<file path="config.mk">
export PLATFORM = sky130hd
export DESIGN_NAME = man_shiftr
export DESIGN_NICKNAME = d
export VERILOG_FILES = /design/src/rtl/man_shiftr.sv
export SDC_FILE = /design/constraint.sdc
export NUM_CORES = 1
export LEC_CHECK = 0
export CAP_MARGIN = 20
export CORE_MARGIN = 2
export CORE_UTILIZATION = 50
export DETAILED_ROUTE_END_ITERATION = 8
export GPL_TIMING_DRIVEN = 0
export PLACE_DENSITY = 0.93
export SYNTH_ARGS = -nofsm -noshare
export SYNTH_HDL_FRONTEND = slang
export SYNTH_SLANG_ARGS = --single-unit
</file>
<file path="constraint.sdc">
create_clock -name clk -period 5.7 [get_ports clk]
set_input_delay 0.855 -clock clk [delete_from_list [all_inputs] [get_ports clk]]
set_output_delay 0.855 -clock clk [all_outputs]
set_load 0.005 [all_outputs]
</file>
<file path="src/rtl/man_shiftr.sv">
// rtl/man_shiftr.sv - mantissa right shifter with guard/round/sticky and registered copy
module man_shiftr (
  input  logic        clk,
  input  logic        rst_n,
  input  logic        in_valid,
  input  logic [23:0] man,
  input  logic [4:0]  shamt,
  output logic [26:0] res,
  output logic [26:0] res_q,
  output logic        out_valid
);

  logic [26:0] ext;
  logic [26:0] sh;
  logic [31:0] mask;
  logic        sticky;

  assign ext = {man, 3'b000};
  assign sh  = ext >> shamt;

  // Low shamt bits set; for shamt >= 27 the low 27 bits are all ones, so every ext bit counts.
  assign mask   = (32'h1 << shamt) - 32'h1;
  assign sticky = |(ext & mask[26:0]);

  assign res = {sh[26:1], sh[0] | sticky};

  always_ff @(posedge clk or negedge rst_n) begin
    if (!rst_n) begin
      res_q     <= 27'b0;
      out_valid <= 1'b0;
    end else begin
      out_valid <= in_valid;
      if (in_valid) begin
        res_q <= res;
      end
    end
  end

endmodule

</file>
Fig. 1: signal wires on met3
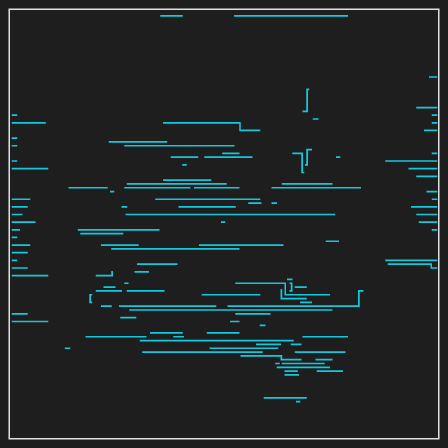
wire length on this layer	738 µm
nets with wire on the layer	93
longest straight run	37.0 µm

==> results.cfg <==
; flow metrics
[sta]
fin_skew_ns = 0
max_freq_mhz = 218.2
relSlewSlack_pct = 56.21
finalHoldViolCount = 0
slew_viol_final = 0
rsz0062_at_grt = no
finalClockPeriodUsage_pct = 80.42
setup_viol = 0
tns_ns = 0
tightest_slew_ns = 0.6568
fin_crit_ns = 4.584

[logic_synthesis]
ys.flops = 28
async_flop_share_pct = 100.0
yosysWarnings = 0
synth_cell_type_count = 50
syn_avg_cell_area_um2 = 9.830
edf_count = 0
ys.flop_type = dfrtp_1
ys_area_mm2 = 0.002605
ys_cells = 265
synth.cell_area_mm2 = 0.002605
synth_seq_share_pct = 26.90
synth_cells = 265
syn_nets = 297

[cts]
clockBufferDepth = 2
cts.sinks = 28
cts_resized = 0
cts_buffers = 3
cts_max_level = 1
clkTransAtPathRegs_ns = 0.09
tritoncts = built
cts-root-buf = clkbuf_8
post_cts_buffers = 0
clock_latency_ns = 0.27
cts_hold_buf = 0

[place]
hpwl_mm = 7.288
io_buffers = 84
gp_congestion = 1.037
placed_cells = 420

[final_layout]
nets = 387
fillerInstances = 389
seq_area_um2 = 700.7
layout.cells.non_filler = 423
layout_top_cell = clkdlybuf4s50_1
diodes = 0
layout-drive-gt1-share_pct = 20.11
most-common-layout-cells = 84 x clkdlybuf4s50_1, 32 x mux2_2, 30 x nor2_1, 28 x dfrtp_1, 25 x nand2_1
logic_area_mm2 = 0.001760
area_growth_pct = 38.28

[detailed_routing]
postRouteAntennaNets = 0
drt_iter0_markers = 328
drt_pass1_iterations = 5
vias = 2735
drc_errors = 0
routed_wl_mm = 9.277
wl_per_cell_um = 21.93
routed_via_density = 6.466

[critical_path]
crit_type = in -> out
crit_required_ns = 4.85
arrival_ns = 3.73
start_kind = input pin
crit_path_max_fanout = 10
end_kind = output port

[floorplanning]
die_h_um = 76.18
die_w_um = 76.18
fp-utilization_pct = 51.33
rows = 26
dieArea_mm2 = 0.005803
core_region_area_mm2 = 0.005075
io_pins = 87

[flow_run]
maxCapViolations = 0
warnings = 26

[grt]
antenna_found_initial = 0
grt_overflow = 0
grt_pass1_vias = 2704
grt_max_degree = 20
grt_pass1_wl_mm = 14.70
grt_use_total_pct = 32.52

[power_and_ir_drop]
p_total_uw = 628.8
power.density_mw_per_mm2 = 174.6
irDropWorstVdd_uv = 140.4
leakage_uw = 0.001422

[run_status]
status = finished, final reports clean

[min_path]
hold_path_class = reg -> reg
Fig. 2: close-up of the layout
Bar = 10 µm. Region (7, 7) to (32, 32) µm. Cells in gray, sequential cells in the stronger gray; small squares are vias.
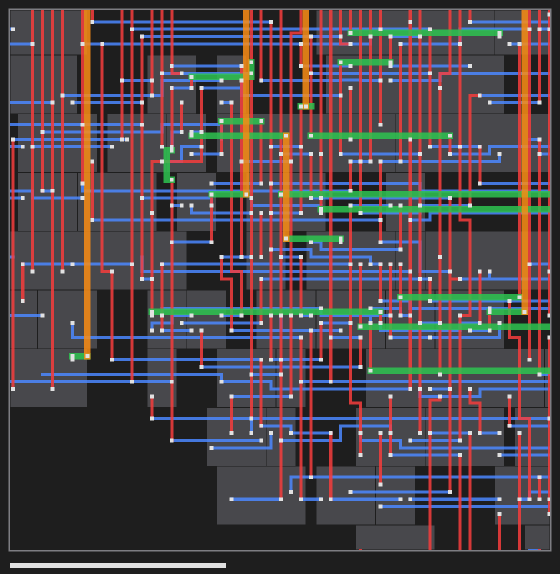
color	layer
green	metal 3
orange	metal 4
blue	metal 1
red	metal 2
cells with their middle in the window	42
sequential cells in the window	0
most frequent	mux4_2 (7), clkdlybuf4s50_1 (5), buf_4 (4)

==> cells in the mapped netlist, types with 2 or more instances <==
library cell,number,share of area (%)
a211o_1,3,1.0
a211oi_1,8,2.3
a21oi_1,5,0.96
a221o_1,2,0.77
a22oi_1,2,0.58
a2bb2oi_1,3,1.0
a31oi_1,6,1.4
and2_1,3,0.72
and3_1,2,0.48
buf_1,3,0.43
buf_2,4,0.77
buf_4,4,1.2
buf_6,2,0.86
clkbuf_1,13,1.9
dfrtp_1,28,27
inv_1,3,0.43
mux2_2,32,14
mux2i_1,13,5.0
mux4_2,20,17
nand2_1,25,3.6
nand3_1,3,0.58
nand4_1,2,0.48
nor2_1,30,4.3
nor2b_1,4,0.96
nor3_1,4,0.77
nor4_1,2,0.48
o211ai_1,2,0.58
o21a_1,2,0.58
o21ai_0,9,1.7
o22ai_1,3,0.72
o32ai_1,2,0.67
or2_2,3,0.72
==> state kept, by name, summed over array words and instances (netlist names) <==
| signal | flops |
|---|---|
| out_valid | 1 |
| res_q | 27 |
==> critical path, cell delays in order <==
cell	delay (ns)
clkdlybuf4s50_1	0.47
buf_2	0.25
clkbuf_1	0.45
clkbuf_1	0.46
o221ai_1	0.21
o21ai_0	0.44
nand2_1	0.12
clkdlybuf4s50_1	0.47
==> worst paths after layout <==
check,from,endpoint,slack [ns],cells after the start
worst max-delay path,shamt[3],res[0],1.12,8
worst min-delay path,res_q[18],res_q[18],0.51,1
worst max register to register,res_q[26],res_q[26],4.87,1
worst min register to register,res_q[18],res_q[18],0.51,1
max in group asynchronous,rst_n,res_q[7],4.31,2
min in group asynchronous,rst_n,out_valid,0.92,1
==> layer usage <==
layer	wire, µm	GRT usage [%]	vias up
met5	0	0	-
met4	276	12.00	0
met3	737	4.502	27
met2	4662	55.54	177
met1	3600	42.39	1334
li1	-	-	1197
==> stage by stage <==
stage               utilization (%)  area (µm²)  worst slack (ns)  hold slack [ns]
detailed placement            70.17        3561             1.203           0.4951
finish                        70.98        3602             1.116           0.5135
global route                  70.98        3602             1.042           0.5367
floorplan                         -        2605             2.519           0.5053
global placement              69.63        3533             1.249           0.4883
CTS                           70.98        3602             1.206           0.5155
==> cell families after synthesis <==
logic type,share of synthesized area (%)
simple gates,14.27
buf+inv,5.524
mux,36.70
compound gates,16.62
flops,26.90
==> layout make-up <==
| class | instances | area share, % |
|---|---|---|
| plain buffers | 26 | 3.682 |
| clock buffers | 3 | 1.146 |
| inverters | 3 | 0.3126 |
| multi-input cells | 208 | 48.87 |
| flip-flops and latches | 28 | 19.45 |
| well taps | 70 | 2.431 |
| repair buffers | 85 | 24.11 |
==> report_power, final <==
group	internal (µW)	switching, µW
clock	47.5	57.9
combinational	159	134
sequential	219	11.3
total	425	204
